Cell outlines without signal wires:
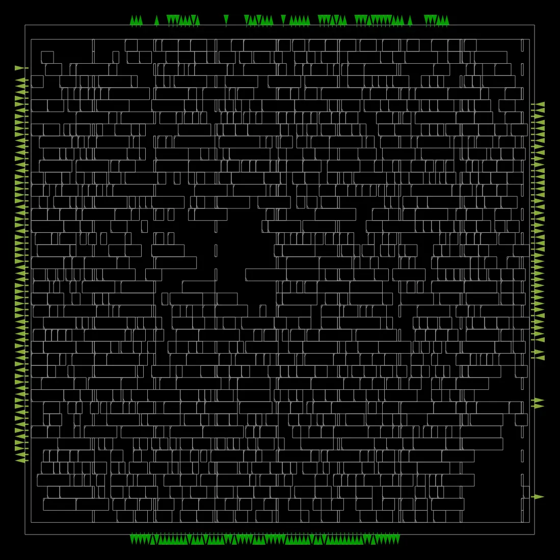
Nets reached from selected ports:
(2 px per um)
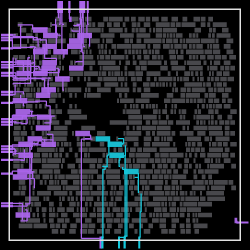
The metal 1 layer:
(4 px per um) Supply wires on this layer in gray.
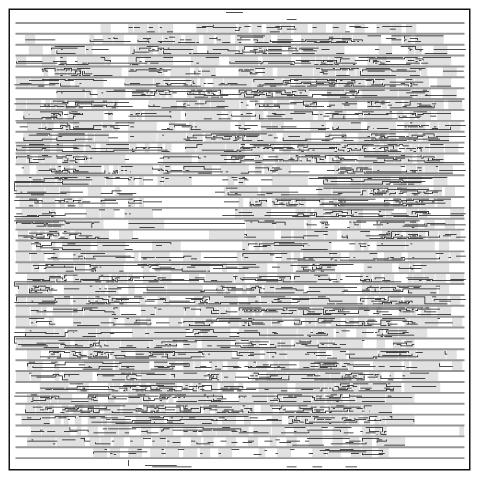
Cells colored by class:
(3 px per um)
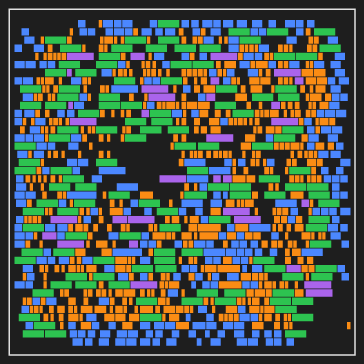
File: config.mk
export PLATFORM = sky130hd
export DESIGN_NAME = lsu_controller_flat
export DESIGN_NICKNAME = d
export VERILOG_FILES = /design/src/rtl/lsu_controller_if.sv /design/src/rtl/lsu_controller.sv /design/src/flat_wrapper.sv
export SDC_FILE = /design/constraint.sdc
export NUM_CORES = 1
export LEC_CHECK = 0
export CAP_MARGIN = 25
export CORE_UTILIZATION = 43
export CTS_CLUSTER_SIZE = 14
export DETAILED_ROUTE_END_ITERATION = 7
export MAX_ROUTING_LAYER = met4
export PLACE_DENSITY_LB_ADDON = 0.3
export SETUP_SLACK_MARGIN = 0.15
export SLEW_MARGIN = 25
export SYNTH_ARGS = -nofsm -noshare
export SYNTH_HDL_FRONTEND = slang
export SYNTH_SLANG_ARGS = --single-unit
File: constraint.sdc
create_clock -name clk -period 2.1 [get_ports clk]
set_clock_uncertainty 0.05 [all_clocks]
set_input_delay 0.42 -clock clk [delete_from_list [all_inputs] [get_ports clk]]
set_output_delay 0.42 -clock clk [all_outputs]
set_load 0.1 [all_outputs]
File: src/rtl/lsu_controller_if.sv
// Signal bundle between the EX stage, the data memory and writeback for lsu_controller.
// The controller is the bus master; the slave view belongs to the surrounding pipeline/memory.
interface lsu_controller_if;
  logic        ex_valid;
  logic [31:0] ex_addr;
  logic [31:0] ex_wdata;
  logic [3:0]  ex_mem_read;
  logic [3:0]  ex_mem_write;
  logic [2:0]  ex_funct3;
  logic [4:0]  ex_rd;
  logic        stall;
  logic        dmem_req;
  logic        dmem_we;
  logic [31:0] dmem_addr;
  logic [3:0]  dmem_be;
  logic [31:0] dmem_wdata;
  logic        dmem_ack;
  logic [31:0] dmem_rdata;
  logic        wb_valid;
  logic [4:0]  wb_rd;
  logic [31:0] wb_data;
  logic        err_valid;
  logic [1:0]  err_code;

  modport master (
    input  ex_valid, ex_addr, ex_wdata, ex_mem_read, ex_mem_write, ex_funct3, ex_rd,
    input  dmem_ack, dmem_rdata,
    output stall, dmem_req, dmem_we, dmem_addr, dmem_be, dmem_wdata,
    output wb_valid, wb_rd, wb_data, err_valid, err_code
  );

  modport slave (
    output ex_valid, ex_addr, ex_wdata, ex_mem_read, ex_mem_write, ex_funct3, ex_rd,
    output dmem_ack, dmem_rdata,
    input  stall, dmem_req, dmem_we, dmem_addr, dmem_be, dmem_wdata,
    input  wb_valid, wb_rd, wb_data, err_valid, err_code
  );
endinterface

File: src/rtl/lsu_controller.sv
// Load/store sequencer: issues one req/ack data-memory transaction per EX memory op,
// lane-aligns stores, extends loads, stalls the pipe meanwhile and flags bad accesses.
module lsu_controller #(
  parameter int TIMEOUT = 15
) (
  input logic              clk,
  input logic              rst_n,
  lsu_controller_if.master bus
);
  localparam int CW = $clog2(TIMEOUT + 1);

  typedef enum logic [1:0] {IDLE = 2'd0, REQ = 2'd1, DONE = 2'd2, ERR = 2'd3} state_t;

  state_t        state_r, state_nxt_s;
  logic [CW-1:0] tmo_cnt_r;
  logic [1:0]    off_r;
  logic [2:0]    funct3_r;
  logic [4:0]    rd_r;
  logic          dmem_req_r, dmem_we_r, wb_valid_r, err_valid_r;
  logic [31:0]   dmem_addr_r, dmem_wdata_r, wb_data_r;
  logic [3:0]    dmem_be_r;
  logic [4:0]    wb_rd_r;
  logic [1:0]    err_code_r;

  logic          start_s, both_s, misal_s, tmo_hit_s;
  logic [3:0]    mask_s;
  logic [1:0]    err_code_nxt_s;
  logic [31:0]   load_shift_s;

  function automatic logic [31:0] extend_load(input logic [31:0] d, input logic [2:0] f3);
    case (f3)
      3'b000:  extend_load = {{24{d[7]}}, d[7:0]};
      3'b001:  extend_load = {{16{d[15]}}, d[15:0]};
      3'b100:  extend_load = {24'h000000, d[7:0]};
      3'b101:  extend_load = {16'h0000, d[15:0]};
      default: extend_load = d;
    endcase
  endfunction

  assign mask_s       = bus.ex_mem_read | bus.ex_mem_write;
  assign start_s      = bus.ex_valid & (|mask_s);
  assign both_s       = (|bus.ex_mem_read) & (|bus.ex_mem_write);
  assign misal_s      = ((mask_s == 4'b1111) & (bus.ex_addr[1:0] != 2'b00)) |
                        ((mask_s == 4'b0011) & bus.ex_addr[0]);
  // Counter holds the number of REQ cycles already spent without ack.
  assign tmo_hit_s    = (tmo_cnt_r == CW'(TIMEOUT - 1));
  assign load_shift_s = bus.dmem_rdata >> {off_r, 3'b000};

  assign bus.stall      = ((state_r == IDLE) & start_s) | (state_r == REQ);
  assign bus.dmem_req   = dmem_req_r;
  assign bus.dmem_we    = dmem_we_r;
  assign bus.dmem_addr  = dmem_addr_r;
  assign bus.dmem_be    = dmem_be_r;
  assign bus.dmem_wdata = dmem_wdata_r;
  assign bus.wb_valid   = wb_valid_r;
  assign bus.wb_rd      = wb_rd_r;
  assign bus.wb_data    = wb_data_r;
  assign bus.err_valid  = err_valid_r;
  assign bus.err_code   = err_code_r;

  // State register.
  always_ff @(posedge clk) begin
    if (!rst_n) begin
      state_r <= IDLE;
    end else begin
      state_r <= state_nxt_s;
    end
  end

  // Next state and the error code to report on entry to ERR; ack beats timeout.
  always_comb begin
    state_nxt_s    = state_r;
    err_code_nxt_s = 2'b00;
    case (state_r)
      IDLE: begin
        if (start_s && both_s) begin
          state_nxt_s    = ERR;
          err_code_nxt_s = 2'b11;
        end else if (start_s && misal_s) begin
          state_nxt_s    = ERR;
          err_code_nxt_s = 2'b01;
        end else if (start_s) begin
          state_nxt_s = REQ;
        end else begin
          state_nxt_s = IDLE;
        end
      end
      REQ: begin
        if (bus.dmem_ack) begin
          state_nxt_s = DONE;
        end else if (tmo_hit_s) begin
          state_nxt_s    = ERR;
          err_code_nxt_s = 2'b10;
        end else begin
          state_nxt_s = REQ;
        end
      end
      DONE:    state_nxt_s = IDLE;
      ERR:     state_nxt_s = IDLE;
      default: state_nxt_s = IDLE;
    endcase
  end

  // Registered bus, writeback and error outputs plus the latched request context.
  always_ff @(posedge clk) begin
    if (!rst_n) begin
      tmo_cnt_r    <= {CW{1'b0}};
      off_r        <= 2'b00;
      funct3_r     <= 3'b000;
      rd_r         <= 5'd0;
      dmem_req_r   <= 1'b0;
      dmem_we_r    <= 1'b0;
      dmem_addr_r  <= 32'h0000_0000;
      dmem_be_r    <= 4'b0000;
      dmem_wdata_r <= 32'h0000_0000;
      wb_valid_r   <= 1'b0;
      wb_rd_r      <= 5'd0;
      wb_data_r    <= 32'h0000_0000;
      err_valid_r  <= 1'b0;
      err_code_r   <= 2'b00;
    end else begin
      dmem_req_r  <= (state_nxt_s == REQ);
      err_valid_r <= (state_nxt_s == ERR);
      wb_valid_r  <= 1'b0;
      tmo_cnt_r   <= (state_r == REQ) ? tmo_cnt_r + CW'(1) : {CW{1'b0}};
      if (state_nxt_s == ERR) begin
        err_code_r <= err_code_nxt_s;
      end
      if ((state_r == IDLE) && (state_nxt_s == REQ)) begin
        dmem_we_r    <= |bus.ex_mem_write;
        dmem_addr_r  <= {bus.ex_addr[31:2], 2'b00};
        dmem_be_r    <= mask_s << bus.ex_addr[1:0];
        dmem_wdata_r <= bus.ex_wdata << {bus.ex_addr[1:0], 3'b000};
        off_r        <= bus.ex_addr[1:0];
        funct3_r     <= bus.ex_funct3;
        rd_r         <= bus.ex_rd;
      end
      if ((state_r == REQ) && bus.dmem_ack && !dmem_we_r) begin
        wb_valid_r <= 1'b1;
        wb_rd_r    <= rd_r;
        wb_data_r  <= extend_load(load_shift_s, funct3_r);
      end
    end
  end
endmodule
File: src/flat_wrapper.sv
// flat-port wrapper written by rule: the top's interface ports become plain ports
module lsu_controller_flat 
#(
  parameter int TIMEOUT = 15
)
  (clk, rst_n, bus_ex_valid, bus_ex_addr, bus_ex_wdata, bus_ex_mem_read, bus_ex_mem_write, bus_ex_funct3, bus_ex_rd, bus_dmem_ack, bus_dmem_rdata, bus_stall, bus_dmem_req, bus_dmem_we, bus_dmem_addr, bus_dmem_be, bus_dmem_wdata, bus_wb_valid, bus_wb_rd, bus_wb_data, bus_err_valid, bus_err_code);
  lsu_controller_if bus_i ();
  input logic clk;
  input logic rst_n;
  input wire logic [$bits(bus_i.ex_valid)-1:0] bus_ex_valid;
  input wire logic [$bits(bus_i.ex_addr)-1:0] bus_ex_addr;
  input wire logic [$bits(bus_i.ex_wdata)-1:0] bus_ex_wdata;
  input wire logic [$bits(bus_i.ex_mem_read)-1:0] bus_ex_mem_read;
  input wire logic [$bits(bus_i.ex_mem_write)-1:0] bus_ex_mem_write;
  input wire logic [$bits(bus_i.ex_funct3)-1:0] bus_ex_funct3;
  input wire logic [$bits(bus_i.ex_rd)-1:0] bus_ex_rd;
  input wire logic [$bits(bus_i.dmem_ack)-1:0] bus_dmem_ack;
  input wire logic [$bits(bus_i.dmem_rdata)-1:0] bus_dmem_rdata;
  output wire logic [$bits(bus_i.stall)-1:0] bus_stall;
  output wire logic [$bits(bus_i.dmem_req)-1:0] bus_dmem_req;
  output wire logic [$bits(bus_i.dmem_we)-1:0] bus_dmem_we;
  output wire logic [$bits(bus_i.dmem_addr)-1:0] bus_dmem_addr;
  output wire logic [$bits(bus_i.dmem_be)-1:0] bus_dmem_be;
  output wire logic [$bits(bus_i.dmem_wdata)-1:0] bus_dmem_wdata;
  output wire logic [$bits(bus_i.wb_valid)-1:0] bus_wb_valid;
  output wire logic [$bits(bus_i.wb_rd)-1:0] bus_wb_rd;
  output wire logic [$bits(bus_i.wb_data)-1:0] bus_wb_data;
  output wire logic [$bits(bus_i.err_valid)-1:0] bus_err_valid;
  output wire logic [$bits(bus_i.err_code)-1:0] bus_err_code;
  assign bus_i.ex_valid = bus_ex_valid;
  assign bus_i.ex_addr = bus_ex_addr;
  assign bus_i.ex_wdata = bus_ex_wdata;
  assign bus_i.ex_mem_read = bus_ex_mem_read;
  assign bus_i.ex_mem_write = bus_ex_mem_write;
  assign bus_i.ex_funct3 = bus_ex_funct3;
  assign bus_i.ex_rd = bus_ex_rd;
  assign bus_i.dmem_ack = bus_dmem_ack;
  assign bus_i.dmem_rdata = bus_dmem_rdata;
  assign bus_stall = bus_i.stall;
  assign bus_dmem_req = bus_i.dmem_req;
  assign bus_dmem_we = bus_i.dmem_we;
  assign bus_dmem_addr = bus_i.dmem_addr;
  assign bus_dmem_be = bus_i.dmem_be;
  assign bus_dmem_wdata = bus_i.dmem_wdata;
  assign bus_wb_valid = bus_i.wb_valid;
  assign bus_wb_rd = bus_i.wb_rd;
  assign bus_wb_data = bus_i.wb_data;
  assign bus_err_valid = bus_i.err_valid;
  assign bus_err_code = bus_i.err_code;
  lsu_controller #(.TIMEOUT(TIMEOUT)) u_core (.clk(clk), .rst_n(rst_n), .bus(bus_i));
endmodule
==> impl_table.tex <==
% Implementation results table
\begin{tabular}{lr}
\hline
Metric & Value \\
\hline
\multicolumn{2}{l}{\textbf{Outcome}} \\
Status & finished, final reports clean \\
\multicolumn{2}{l}{\textbf{Setup path}} \\
Critical path class & in2reg \\
Worst Setup Start Kind & input port \\
Required time of the critical path & 2.40 ns \\
Slack of the worst reg-to-reg path & 0.36 ns \\
Slowest cell on the critical path & sky130\_fd\_sc\_hd\_\_or3\_1 \\
Arrival time of the worst setup path & 2.26 ns \\
Family of cells with the greatest summed delay on the critical path & buffers and inverters \\
Worst reg-to-reg path cell count & 6 \\
Termination of the worst setup path & u\_core.bus.dmem\_wdata[14]\$\_SDFFE\_PN0P\_ \\
\multicolumn{2}{l}{\textbf{GRT}} \\
Largest net degree at the start of global routing & 49 \\
Global-route wire length before repair & 28260 um \\
Total track usage & 0.2855 \\
Leftover overflow at the end of global routing & 0 \\
Initial antenna violation count & 1 \\
\multicolumn{2}{l}{\textbf{Synthesis}} \\
Most frequent cell after synthesis & sky130\_fd\_sc\_hd\_\_nand2\_1 \\
Largest type area fraction & 0.4578 \\
Yosys top cell by area & sky130\_fd\_sc\_hd\_\_dfxtp\_1 \\
Multiplexer area fraction after synthesis & 0.08263 \\
Cell Type Count & 42 \\
Yosys warning count & 0 \\
Simple-Gate Fraction of Synth Area & 0.2081 \\
Synth Area in Compound Gates & 0.1936 \\
Post-synthesis sequential area ratio & 0.4578 \\
Synthesized area divided by synthesized cell count & 7.922 um\^{}2 \\
Area of the synthesized netlist per yosys stat & 5466 um\^{}2 \\
Count of library flops with an enable pin & 0 \\
Fraction of synthesis flops using an asynchronous set or reset pin & 0 \\
\multicolumn{2}{l}{\textbf{Floorplan}} \\
Total die size & roughly 13000 um\^{}2 \\
I/O pin total & around 230 \\
Fp util & 0.4476 \\
Core region area & 12210 um\^{}2 \\
Die x size & between 100 and 150 um \\
\multicolumn{2}{l}{\textbf{CTS}} \\
CTS tree & yes \\
Inserted Clock Buffers & 17 \\
Clock latency on the worst-skew pair & 0.42 ns \\
Clock transition at the registers of the reported paths & roughly 0.06 ns \\
Post-CTS setup buffers & 11 \\
Post-cts repair resize count & 32 \\
Quantity of hold-fixing buffers added after cts & 0 \\
CTS Sinks & 125 \\
\multicolumn{2}{l}{\textbf{Pwr}} \\
Cell internal pwr & 0.004571 W \\
Switching share of power & 0.3080 \\
Proportion of power drawn by the clock network & 0.417 \\
P\_sw & around 0.002 W \\
Worst voltage drop across the vdd grid & 577.6 uV \\
\multicolumn{2}{l}{\textbf{Flow run}} \\
Number of OpenROAD warnings & 30 \\
Max-cap check violation count & 0 \\
\multicolumn{2}{l}{\textbf{Detailed routing}} \\
Mean number of vias per cell & 5.258 \\
Detailed Routing Iterations Pass 1 & 6 \\
Routed wire length & 18270 um \\
Routed wire per std cell & roughly 16 um \\
Number of violations reported at the end of detailed-routing iteration 0 & $\sim$410 \\
DRC & 0 \\
\multicolumn{2}{l}{\textbf{Min path}} \\
End point of the worst hold path & u\_core.off\_r[0]\$\_SDFFE\_PN0P\_ \\
\multicolumn{2}{l}{\textbf{Final timing}} \\
Tightest Pin Transition & 0.5461 ns \\
Endpoints failing setup & 0 \\
Hold\_ws & between 0.3 and 0.4 ns \\
Max Clk Rate & 512.1 MHz \\
Fin crit period & 1.953 ns \\
Final worst-path cycle share & 0.9300 \\
Number of hold violations in the final report & 0 \\
Setup repair after global routing missed its margin & yes \\
\multicolumn{2}{l}{\textbf{Placement}} \\
Global placement routability congestion & 0.9048 \\
Number of placed cells counting well taps & 1069 \\
Port-buffer cells & 225 \\
\multicolumn{2}{l}{\textbf{Finish}} \\
Post-route cell area & 8697 um\^{}2 \\
Area growth from synthesis to layout & 59.10\% \\
\hline
\end{tabular}
## Picture notes: 'cell outlines without signal wires'
tally of filler cells in the layout: 992
TAP cells: 168
Placement Rows: 40
post-route insts no fill: 1122
Seq cells: 125

## Picture notes: 'nets reached from selected ports'
color	port	direction	end cells	buffers	wire
cyan	`bus_dmem_be`	output	4	4	193 um
purple	`bus_dmem_addr`	output	32	30	884 um

## Picture notes: 'the metal 1 layer'
wire length on this layer	7380 um
longest straight run	32.2 um
nets with wire on the layer	928
main direction	horizontal
share of all routed wire	40%

## Picture notes: 'cells colored by class'
color	class	cells	share of their area
purple	clock drivers and dummy loads	32	6.7%
blue	other buffers and delay cells	284	31%
green	flip-flops	125	30%
orange	all other logic	512	33%

==> per-stage QoR <==
step	util	setup WS (ns)	power [W]
final	0.7122	0.1471	0.006606
after global routing	0.7122	0.1001	0.006824
after CTS	0.7041	0.1100	0.006613
after detailed placement	0.6394	-0.5114	0.003837
after global placement	0.6394	-0.4638	0.003822
after floorplan	-	0.1362	0.003351
==> power groups by stage <==
stage / Combinational (W) / Clock (W) / Sequential, W
after CTS: 0.00133 / 0.00279 / 0.00249
after detailed placement: 0.00129 / 0 / 0.00254
final: 0.00136 / 0.00275 / 0.00249
after global placement: 0.00128 / 0 / 0.00254
after global routing: 0.00142 / 0.00290 / 0.00250
after floorplan: 0.000339 / 0 / 0.00301
==> cell usage in the layout (no fill, tap or decap), drive strengths merged, types with 3 or more instances in the layout <==
cell type,count
nand2,177
buf,168
dfxtp,125
a21oi,114
clkdlybuf4s50,105
o21ai,37
nor2,34
clkbuf,28
mux2i,26
mux2,17
nand3,17
nor2b,14
nor3,12
a211oi,10
o211ai,9
a211o,8
inv,7
clkinv,6
clkinvlp,3
or3,3
and2,3
==> final cells by class <==
type	instances	area, um^2	area share
well taps	168	210.2	0.02417
diodes	1	2.502	0.0002877
flip-flops and latches	125	2504	0.2879
multi-input cells	507	2806	0.3227
clock buffers	21	480.5	0.05524
repair buffers	284	2590	0.2978
inverters	5	18.77	0.002158
clock inverters	11	85.08	0.009783
==> per-layer routing <==
| layer | part of all wire | up-vias | track usage |
|---|---|---|---|
| met2 | 0.50 | 242 | 0.4703 |
| met5 | 0 | - | - |
| li1 | - | 2860 | - |
| met4 | 0.022 | 0 | 0.1177 |
| met3 | 0.069 | 31 | 0.07327 |
| met1 | 0.40 | 2767 | 0.3316 |
Power figures rest on the tool's default switching activity, not on a simulated workload.
